==> config.mk <==
export PLATFORM = sky130hd
export DESIGN_NAME = time_set_controller
export DESIGN_NICKNAME = d
export VERILOG_FILES = /design/src/rtl/time_set_controller.sv
export SDC_FILE = /design/constraint.sdc
export NUM_CORES = 1
export LEC_CHECK = 0
export ABC_CLOCK_PERIOD_IN_PS = 2100
export CAP_MARGIN = 30
export CORE_MARGIN = 2
export CORE_UTILIZATION = 40
export DETAILED_ROUTE_END_ITERATION = 16
export GPL_TIMING_DRIVEN = 0
export PLACE_DENSITY = 0.64
export SYNTH_ARGS = -nofsm -noshare
export SYNTH_HDL_FRONTEND = slang
export SYNTH_HIERARCHICAL = 1
export SYNTH_SLANG_ARGS = --single-unit
export TNS_END_PERCENT = 30
==> constraint.sdc <==
create_clock -name clockIn -period 2.1 [get_ports clockIn]
set_clock_uncertainty 0.1 [all_clocks]
set_input_delay 0.315 -clock clockIn [delete_from_list [all_inputs] [get_ports clockIn]]
set_output_delay 0.315 -clock clockIn [all_outputs]
set_load 0.03 [all_outputs]
==> src/rtl/time_set_controller.sv <==
// Mode/time-set sequencer for the clock counter chain: key debounce, RUN/SET FSM,
// inc/clear pulses with auto-repeat, and edit-field blink masks. Optional: SET_TIMEOUT_EN.

module key_debounce #(
  parameter int DEBOUNCE_CYCLES = 500000
) (
  input  logic gclk,
  input  logic grst_n,
  input  logic btn_i,
  output logic level_o,
  output logic press_o
);
  localparam int CW    = $clog2(DEBOUNCE_CYCLES + 1);
  localparam int ARM_N = DEBOUNCE_CYCLES + 2;
  localparam int AW    = $clog2(ARM_N + 1);
  localparam logic [CW-1:0] DB_LAST  = CW'(DEBOUNCE_CYCLES - 1);
  localparam logic [AW-1:0] ARM_LAST = AW'(ARM_N);

  logic          s1_q, s2_q, deb_q, deb_d, press_q, press_d, armed_q, armed_d;
  logic [CW-1:0] cnt_q, cnt_d;
  logic [AW-1:0] arm_q, arm_d;

  // A key held through reset stays disarmed until it has been seen released.
  always_comb begin
    deb_d   = deb_q;
    cnt_d   = cnt_q;
    arm_d   = arm_q;
    armed_d = armed_q;
    if (s2_q == deb_q) cnt_d = '0;
    else if (cnt_q == DB_LAST) begin
      deb_d = s2_q;
      cnt_d = '0;
    end else cnt_d = cnt_q + CW'(1);
    if (!s2_q) arm_d = '0;
    else if (arm_q != ARM_LAST) arm_d = arm_q + AW'(1);
    if (arm_q == ARM_LAST) armed_d = 1'b1;
    press_d = armed_q & deb_q & ~deb_d;
  end

  always_ff @(posedge gclk or negedge grst_n) begin
    if (!grst_n) begin
      s1_q    <= 1'b1;
      s2_q    <= 1'b1;
      deb_q   <= 1'b1;
      press_q <= 1'b0;
      armed_q <= 1'b0;
      cnt_q   <= '0;
      arm_q   <= '0;
    end else begin
      s1_q    <= btn_i;
      s2_q    <= s1_q;
      deb_q   <= deb_d;
      press_q <= press_d;
      armed_q <= armed_d;
      cnt_q   <= cnt_d;
      arm_q   <= arm_d;
    end
  end

  assign level_o = deb_q;
  assign press_o = press_q;
endmodule

module time_set_controller #(
  parameter int DEBOUNCE_CYCLES = 500000,
  parameter int BLINK_HALF      = 12500000,
  parameter int REPEAT_DELAY    = 25000000,
  parameter int REPEAT_PERIOD   = 5000000,
  parameter int TIMEOUT_TICKS   = 30
) (
  input  logic       clockIn,
  input  logic       reset,
  input  logic       modeBtn,
  input  logic       incBtn,
  input  logic       secTick,
  output logic       runEn,
  output logic       incHour,
  output logic       incMin,
  output logic       clrSec,
  output logic [5:0] blankMask,
  output logic [1:0] mode
);
  typedef enum logic [1:0] {S_RUN = 2'b00, S_HOUR = 2'b01, S_MIN = 2'b10, S_SEC = 2'b11} state_t;

  localparam int KEY_MODE = 0;
  localparam int KEY_INC  = 1;
  localparam int BW = $clog2(BLINK_HALF + 1);
  localparam int RMAX = (REPEAT_DELAY > REPEAT_PERIOD) ? REPEAT_DELAY : REPEAT_PERIOD;
  localparam int RW = $clog2(RMAX + 1);
  localparam logic [BW-1:0] BL_LAST = BW'(BLINK_HALF - 1);
  localparam logic [RW-1:0] RD_LAST = RW'(REPEAT_DELAY - 1);
  localparam logic [RW-1:0] RP_LAST = RW'(REPEAT_PERIOD - 1);

  logic [1:0] keys_raw, key_lvl, key_press;
  assign keys_raw = {incBtn, modeBtn};

  for (genvar k = 0; k < 2; k++) begin : g_key
    key_debounce #(.DEBOUNCE_CYCLES(DEBOUNCE_CYCLES)) u_key (
      .gclk    (clockIn),
      .grst_n  (reset),
      .btn_i   (keys_raw[k]),
      .level_o (key_lvl[k]),
      .press_o (key_press[k])
    );
  end

  wire unused_mode_lvl = key_lvl[KEY_MODE];

  logic mode_press, inc_press, inc_rel;
  assign mode_press = key_press[KEY_MODE];
  assign inc_press  = key_press[KEY_INC];
  assign inc_rel    = key_lvl[KEY_INC];

  state_t state_q, state_d;
  logic   state_chg, inc_evt, edit_hm, fire, to_hit;

  logic          rep_act_q, rep_act_d, rep_run_q, rep_run_d;
  logic [RW-1:0] rep_cnt_q, rep_cnt_d;
  logic [BW-1:0] bl_cnt_q, bl_cnt_d;
  logic          phase_q, phase_d;
  logic          runEn_q, runEn_d, incHour_q, incHour_d, incMin_q, incMin_d, clrSec_q, clrSec_d;
  logic [5:0]    blank_q, blank_d;

`ifdef SET_TIMEOUT_EN
  localparam int TW = $clog2(TIMEOUT_TICKS + 1);
  localparam logic [TW-1:0] TO_MAX = TW'(TIMEOUT_TICKS);
  logic [TW-1:0] to_q, to_d;

  assign to_hit = (state_q != S_RUN) && (to_q == TO_MAX);

  always_comb begin
    to_d = to_q;
    if (state_q == S_RUN || state_chg || mode_press || inc_press || fire) to_d = '0;
    else if (secTick && to_q != TO_MAX) to_d = to_q + TW'(1);
  end

  always_ff @(posedge clockIn or negedge reset) begin
    if (!reset) to_q <= '0;
    else        to_q <= to_d;
  end
`else
  wire unused_sectick = secTick;
  assign to_hit = 1'b0;
`endif

  always_comb begin
    state_d = state_q;
    if (mode_press) begin
      case (state_q)
        S_RUN:   state_d = S_HOUR;
        S_HOUR:  state_d = S_MIN;
        S_MIN:   state_d = S_SEC;
        default: state_d = S_RUN;
      endcase
    end
    if (to_hit) state_d = S_RUN;
  end

  // Any state change swallows a coincident inc press rather than queueing it.
  assign state_chg = (state_d != state_q);
  assign inc_evt   = inc_press & ~state_chg;
  assign edit_hm   = (state_q == S_HOUR) || (state_q == S_MIN);

  always_comb begin
    rep_act_d = rep_act_q;
    rep_run_d = rep_run_q;
    rep_cnt_d = rep_cnt_q;
    fire      = 1'b0;
    if (state_chg || inc_rel) begin
      rep_act_d = 1'b0;
      rep_run_d = 1'b0;
      rep_cnt_d = '0;
    end else if (inc_evt && edit_hm) begin
      rep_act_d = 1'b1;
      rep_run_d = 1'b0;
      rep_cnt_d = '0;
    end else if (rep_act_q) begin
      if (rep_cnt_q == (rep_run_q ? RP_LAST : RD_LAST)) begin
        fire      = 1'b1;
        rep_run_d = 1'b1;
        rep_cnt_d = '0;
      end else rep_cnt_d = rep_cnt_q + RW'(1);
    end
  end

  // Blink restarts on every state entry so the edited field shows first.
  always_comb begin
    bl_cnt_d = bl_cnt_q;
    phase_d  = phase_q;
    if (state_chg) begin
      bl_cnt_d = '0;
      phase_d  = 1'b0;
    end else if (bl_cnt_q == BL_LAST) begin
      bl_cnt_d = '0;
      phase_d  = ~phase_q;
    end else bl_cnt_d = bl_cnt_q + BW'(1);

    blank_d = 6'b000000;
    if (phase_d) begin
      case (state_d)
        S_HOUR:  blank_d = 6'b110000;
        S_MIN:   blank_d = 6'b001100;
        S_SEC:   blank_d = 6'b000011;
        default: blank_d = 6'b000000;
      endcase
    end

    runEn_d   = (state_d == S_RUN);
    incHour_d = (state_q == S_HOUR) & ((inc_evt & edit_hm) | fire);
    incMin_d  = (state_q == S_MIN) & ((inc_evt & edit_hm) | fire);
    clrSec_d  = (state_q == S_SEC) & inc_evt;
  end

  always_ff @(posedge clockIn or negedge reset) begin
    if (!reset) begin
      state_q   <= S_RUN;
      rep_act_q <= 1'b0;
      rep_run_q <= 1'b0;
      rep_cnt_q <= '0;
      bl_cnt_q  <= '0;
      phase_q   <= 1'b0;
      runEn_q   <= 1'b1;
      incHour_q <= 1'b0;
      incMin_q  <= 1'b0;
      clrSec_q  <= 1'b0;
      blank_q   <= 6'b000000;
    end else begin
      state_q   <= state_d;
      rep_act_q <= rep_act_d;
      rep_run_q <= rep_run_d;
      rep_cnt_q <= rep_cnt_d;
      bl_cnt_q  <= bl_cnt_d;
      phase_q   <= phase_d;
      runEn_q   <= runEn_d;
      incHour_q <= incHour_d;
      incMin_q  <= incMin_d;
      clrSec_q  <= clrSec_d;
      blank_q   <= blank_d;
    end
  end

  assign mode      = state_q;
  assign runEn     = runEn_q;
  assign incHour   = incHour_q;
  assign incMin    = incMin_q;
  assign clrSec    = clrSec_q;
  assign blankMask = blank_q;
endmodule

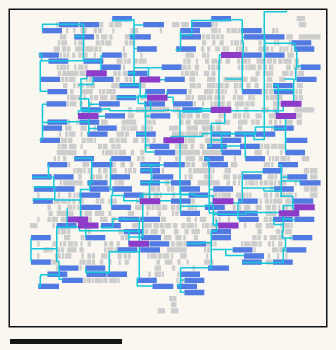
run_1/clock_map.png
The bar under the picture is 50 um long.
flip-flops: drawn in blue, count 147. cells driving clock nets: drawn in purple, count 17. clock wires: drawn in cyan, length 1860 um.
There are 18 routed clock nets. Position of the flops: widely spread.

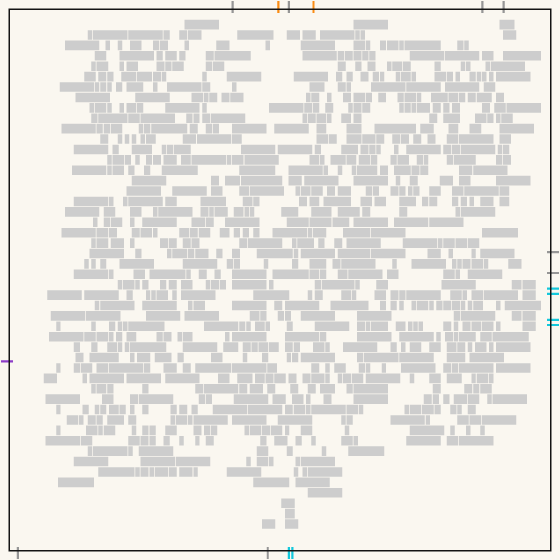
run_1/pins.png
Pins as bars across the die edge, other pins in grey.
mode: drawn in orange, pins 2, direction output, edge top. modeBtn: drawn in purple, pins 1, direction input, edge left. blankMask: drawn in cyan, pins 6, direction output, edge 4 right, 2 bottom.
All pins by edge: 6 right, 6 top, 4 bottom, 1 left.

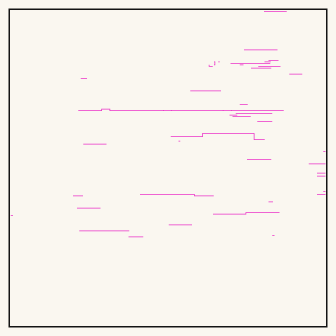
run_1/met3.png
30 nets have wire on it. The layer holds 2.8% of the routed length. The longest straight run is 24.2 um. The layer carries 429 um of wire.

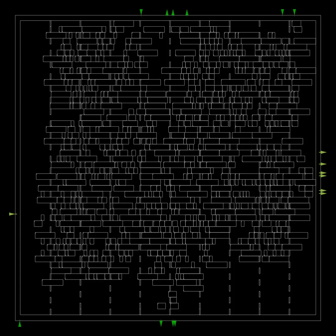
run_1/final_placement.png
flip-flop and latch count: 147
Floorplan Core Area: 0.0186 mm^2

==> run summary, run 1 <==
Summary of implementation figures.

Power and ir drop
The analysis attributes to cell leakage a power of 0.00359 uW. Of the total power, the share spent switching nets is 0.221. Of the total power, combinational logic draws 0.027. The reported net switching power is between 1000 and 1500 uW. The power in combinational cells is ~160 uW.

Clock tree
The H-tree depth is 4. The latest clock arrival within the worst-skew pair is between 0.4 and 0.5 ns. The deepest clock path buffer count is 2.

The clock sink total is approximately 150.

GRT
The total congestion overflow after global routing is 0. The first global-routing pass estimated between 20000 and 30000 um of wire. The via count of the first global-routing pass is 5598.

Total global-route track usage over all layers is 0.162. The global-route track usage on met2 is 0.261.

Synth
The number of different library cells used by synthesis comes to roughly 61. Counting flops with a built-in enable in the synthesized netlist gives 0. After synthesis, the share of flip-flops with an asynchronous set or reset is 1.00.

The synthesized netlist occupies a cell area of between 0.007 and 0.008 mm^2. The main flop type after synthesis is dfrtp_1. After synthesis, the chip area reported by Yosys is 0.00753 mm^2. The synthesis report lists the Yosys warning total as 6.

Finish
The repair_antennas step left the layout with diodes totalling 0. Per the run report, area growth between synthesis and finish was 19.5%. In the final layout, the registers with the most flip-flops are g_key.u_key/arm_q: 38 flops, g_key.u_key/cnt_q: 38 flops, rep_cnt_q: 25 flops.

Critical path
The highest-delay cell along the critical path is or4b_4. Per the post-run analysis, buffers plus inverters along the critical path come to 1. Per STA, the endpoint of the critical path is blankMask[3]$_DFF_PN0_.

Routing
The wire length per cell after detailed routing is roughly 14 um. The routed length on met3 is ~430 um. The script logs the ratio of routed vias to standard cells as between 5 and 6.

Worst hold path
In the hold report, the worst path ends at g_key[1].u_key/s1_q$_DFF_PN1_.

STA
The slew check shows that the tightest pin keeps a relative margin of 0.477. Hold timing on the final database bottoms out at a slack of approximately 0.20 ns. The pin closest to its max-slew limit shows a slew of just under 0.8 ns.

Outcome
The flow ran to the end, and the final reports show no timing, DRC or antenna violations.

Placement
The worst slack after detailed placement is -0.252 ns. The standard cell area after detailed placement is ~0.008 mm^2.

Floorplanning
The I/O pin count is 17. The area enclosed by the die boundary is around 0.020 mm^2.

Run
The report counts max-capacitance violations totalling 0.
run 1: cell type report:
| type | count | area [um^2] |
|---|---|---|
| clock buffers | 20 | 437 |
| fillers | 1704 | 9590 |
| well taps | 234 | 293 |
| clock inverters | 12 | 133 |
| inverters | 28 | 105 |
| multi-input cells | 576 | 3870 |
| plain buffers | 26 | 154 |
| repair buffers | 30 | 303 |
| flip-flops and latches | 147 | 3700 |
run 1: cells in the mapped netlist, drive strengths merged (18+ instances only):
master  count  area (um^2)
dfrtp     140         3500
nor2       93          349
nand2      59          221
nand3      53          275
nand4      38          268
xor2       35          307
xnor2      34          298
a21oi      33          165
inv        28          105
o21ai      26          130
or3        23          144
nor4       18          113
run 1: logic make-up after synthesis:
kind of cell | after synthesis | share of synthesized area
simple gates | 377 | 0.274
flops | 147 | 0.490
compound gates | 109 | 0.0913
xor+xnor | 69 | 0.0803
buf+inv | 56 | 0.0321
fa+ha+maj | 12 | 0.0199
mux | 9 | 0.0123
run 1: cells in the final DEF, fill, tap and decap left out, drive strengths merged, types with 13 or more instances in the layout:
cell / Yosys / layout
xnor2: 34 / 34
o21ai: 26 / 26
a31oi: 13 / 13
clkbuf: 14 / 34
inv: 28 / 30
xor2: 35 / 35
nand4: 38 / 38
a21oi: 33 / 33
buf: 14 / 27
dfrtp: 140 / 140
nand3: 53 / 53
nor3: 17 / 17
nor4: 18 / 18
nor2: 93 / 93
nand2: 59 / 59
clkdlybuf4s50: 0 / 14
or3: 23 / 23
run 1: timing repair:
| item | in CTS | in global routing |
|---|---|---|
| hold endpoints to repair | 60 | 0 |
| buffers inserted | 3 | 10 |
| endpoints found under the setup margin | 53 | 86 |
| resized | 20 | 54 |
| hold buffers | 1 | 0 |
| pin swaps | 7 | 9 |
run_1/density.png
The die is cut into 14 by 14 equal tiles; white is low, dark blue is high, 0 to 100% covered.
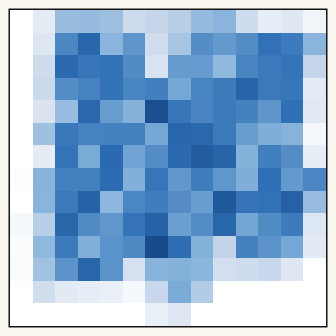

==> run 1 -> run 2 <==
--- a/config.mk
+++ b/config.mk
@@ -11,7 +11,8 @@
 export CORE_UTILIZATION = 40
 export DETAILED_ROUTE_END_ITERATION = 16
 export GPL_TIMING_DRIVEN = 0
-export PLACE_DENSITY = 0.64
+export PLACE_DENSITY = 0.55
+export SLEW_MARGIN = 40
 export SYNTH_ARGS = -nofsm -noshare
 export SYNTH_HDL_FRONTEND = slang
 export SYNTH_HIERARCHICAL = 1
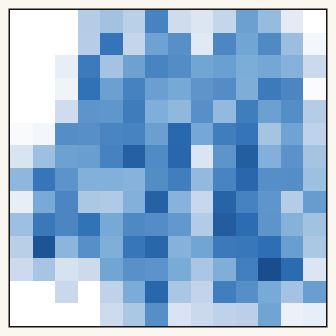
run_2/density.png
The die is cut into 14 by 14 equal tiles; white is low, dark blue is high, 0 to 100% covered.
10% of the tiles are nearly empty. The mean over all tiles is 44%. 7.1% of the tiles are over 75% full. The fullest tile reaches 88%. The emptiest ninth of the die: top left.

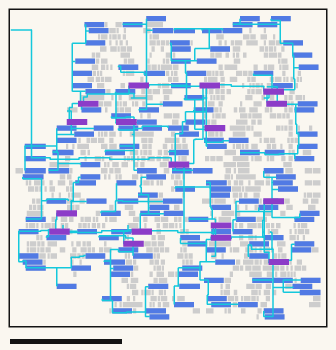
run_2/clock_map.png
The bar under the picture is 50 um long.
Clk pwr share: 0.501
reported clock group power: 3080 uW

==> run 2 against run 1 <==
Largest cell class unchanged. Worst setup slack better by 0.018 ns. First-iteration DRC count is 12% higher. Area after synthesis stayed put.
==> run summary, run 2 <==
Summary of implementation figures.

Clock tree
The clock sink total is 147 (unchanged). The total setup buffers inserted after CTS is 6 (was 3). The post-cts resize count is 23 (was 20). The number of buffers created by CTS is 17 (unchanged). The deepest clock path buffer count came to 2 (unchanged). The TritonCTS clock tree is yes (unchanged). The clock transition at the registers of the reported paths came to 0.06 ns (about the same).

The latest clock arrival within the worst-skew pair is 0.42 ns (about the same). The library cell used as clock root buffer is clkbuf_16 (unchanged). The number of buffers inserted by hold repair at cts was 1 (unchanged). The H-tree depth is 4 (unchanged).

Floorplanning
The die height is 141 um (unchanged). The I/O pin count is 17 (unchanged). The area enclosed by the die boundary came to 0.0199 mm^2 (unchanged). The starting utilization of the core area came to 0.405 (unchanged). The horizontal die size is 141 um (unchanged). The core area is 0.0186 mm^2 (unchanged). The site row count is 50 (unchanged).

Synth
Top cells by area in the synthesized netlist: dfrtp_1, nor2_1, xor2_1 (unchanged). The number of distinct standard cells referenced by the synthesized netlist is 61 (unchanged). The area share of the largest cell type after synthesis is 0.465 (unchanged). The register bit total from synthesis is 147 (unchanged). The number of warnings issued by yosys is 6 (unchanged). The most frequent cell after synthesis is dfrtp_1 (unchanged). The cell area after synthesis is 0.00753 mm^2 (unchanged). The share of synthesized area occupied by flip-flops and latches is 0.490 (unchanged). The cell total in the yosys stat output is 779 (unchanged). The share of flip-flops with an asynchronous set or reset after synthesis is 1.00 (unchanged).

The area reported by Yosys stat is 0.00753 mm^2 (unchanged). The largest area contributor in the synthesized netlist is dfrtp_1 (unchanged). The number of flops mapped to enable cells by yosys was 0 (unchanged).

The main flop type after synthesis was dfrtp_1 (unchanged). Post-synth top cells: dfrtp_1, nor2_1, nand2_1 (unchanged). The post-synthesis area per instance is 9.66 um^2 (unchanged). The synthesized netlist cell count is 779 (unchanged).

GRT
The largest net degree at the start of global routing is 76 (was 84). The via count of the first global-routing pass is 5931 (was 5598). The global-route wire length before repair is 28500 um (was 26400 um).

The number of antenna violations at the first check in global routing is 0 (unchanged). The total congestion overflow after global routing is 0 (unchanged). The global router's overall resource usage is 0.174 (was 0.162).

Critical path
The reg-to-reg endpoint is blankMask[4]$_DFF_PN0_ (was blankMask[3]$_DFF_PN0_). The setup slack of the worst register-to-register path is 0.02 ns (was 0.005 ns). The kind of critical path is reg -> reg (unchanged).

The sort of element at the start of the critical path is a register (unchanged). The maximum net fanout on the critical path is 5 (was 3). The data arrival at the endpoint of the critical path is 2.29 ns (was 2.31 ns). The worst flop-to-flop path startpoint is bl_cnt_q[8]$_DFF_PN0_ (was bl_cnt_q[9]$_DFF_PN0_). The depth of the most critical reg-to-reg path is 5 (was 6). The capturing element type of the critical path is a register (unchanged). The timing endpoint of the critical path is blankMask[4]$_DFF_PN0_ (was blankMask[3]$_DFF_PN0_). The launch point of the worst path is bl_cnt_q[8]$_DFF_PN0_ (was bl_cnt_q[9]$_DFF_PN0_).

Outcome
Result of the run: complete, no violations (unchanged).

STA
The remaining max-slew budget at the tightest pin is 0.531 (was 0.477). The transition time of the tightest slew-check pin was 0.697 ns (was 0.777 ns). Unrepaired setup endpoints after global routing: true (unchanged). The minimum clock period after layout is 2.08 ns (was 2.09 ns). The total setup violations reported at the end of the flow is 0 (unchanged).

The highest clock frequency the design can meet is 481 MHz (was 477 MHz). The post-route worst hold slack is 0.199 ns (was 0.201 ns). The number of endpoints with negative hold slack in the final report came to 0 (unchanged). The period utilization is 0.989 (was 0.997).

Routing
The residual antenna-violating net count after detailed routing is 0 (unchanged). The first-iteration detailed-routing DRC count was 319 (was 284). The aggregate routed wire length came to 16700 um (was 15300 um). The wire length per cell after detailed routing is 15.5 um (was 14.3 um). The first-pass detailed-route iteration total is 5 (was 4). The via density per instance was 5.53 (was 5.48). The via count of the routed design was 5964 (was 5875).

Run
The tally of OpenROAD warnings is 35 (unchanged). The count of max-cap constraint violations came to 0 (unchanged).

Finish
Biggest regs: g_key.u_key/arm_q: 38 flops, g_key.u_key/cnt_q: 38 flops, rep_cnt_q: 25 flops (unchanged). The number of antenna diodes is 0 (unchanged). The layout filler cell count was 1684 (was 1704).

The number of nets in the layout is 848 (was 843). The post-synthesis to final-layout area growth came to 20.5% (was 19.5%). The fraction of final layout cells with drive strength greater than 1 came to 0.174 (was 0.167). The post-route core utilization came to 0.488 (was 0.484). The most numerous logic cell after layout was dfrtp_1 (unchanged). Most frequent cells in the layout: dfrtp_1, nor2_1, nand2_1 (unchanged).

Placement
The quantity of I/O buffers inserted on ports was 15 (unchanged). The estimated wirelength of the detail-placed design is 10900 um (was 10200 um).

Power and ir drop
The areal power density over the cells is 678 mW/mm^2 (was 665 mW/mm^2). The reported leakage power is 0.00364 uW (was 0.00359 uW). The worst ir drop on vdd is 0.000554 V (was 0.000552 V).

Worst hold path
The end of the worst hold path was g_key[1].u_key/s1_q$_DFF_PN1_ (unchanged). The worst hold path cell count is 1 (unchanged). The class of the tightest hold or removal check is in -> reg (unchanged).
[run 2: critical path, stage by stage (launching register included)]
cell and delay [ns]:
dfrtp_2 0.44, or4b_4 0.56, nor3_4 0.11, nand4_1 0.24, xor2_2 0.28, nor4b_2 0.24
[run 2: final cells by class]
class	instances	area, um^2	share of cell area
multi-input combinational	576	3860	0.426
sequential	147	3700	0.408
clock buffer	23	468	0.0516
timing repair buffer	36	353	0.0389
tap	234	293	0.0323
buffer	25	163	0.0179
clock inverter	9	129	0.0142
inverter	28	105	0.0116
[run 2: metal layers]
metal / part of all wire / GRT usage
met1: 0.48 / 0.231
met2: 0.47 / 0.279
met3: 0.030 / 0.0425
met4: 0.016 / 0.0621
met5: 0 / 0
[run 2: cell families after synthesis]
kind of cell | Yosys count | synth area share
fa+ha+maj | 12 | 0.0199
xor+xnor | 69 | 0.0803
buf+inv | 56 | 0.0321
simple gates | 377 | 0.274
flops | 147 | 0.490
compound gates | 109 | 0.0913
mux | 9 | 0.0123
[run 2: power by group]
group	internal (uW)	switching (uW)
Sequential	2860	27.0
Clock	1930	1160
Combinational	58.3	121
[run 2: per-stage QoR]
stage	cell area (um^2)	worst slack, ns	cells	total power (uW)	setup TNS (ns)
6_report	9070	0.0231	1078	6150	0
5_1_grt	9070	-0.112	1078	6400	-0.860
4_1_cts	8770	-0.0127	1066	6220	-0.0210
3_5_place_dp	8020	-0.285	1029	3100	-9.60
3_3_place_gp	7980	-5.90	1028	3080	-778.43
2_1_floorplan	7530	-0.0333	779	3000	-0.0802
Power figures rest on the tool's default switching activity, not on a simulated workload.
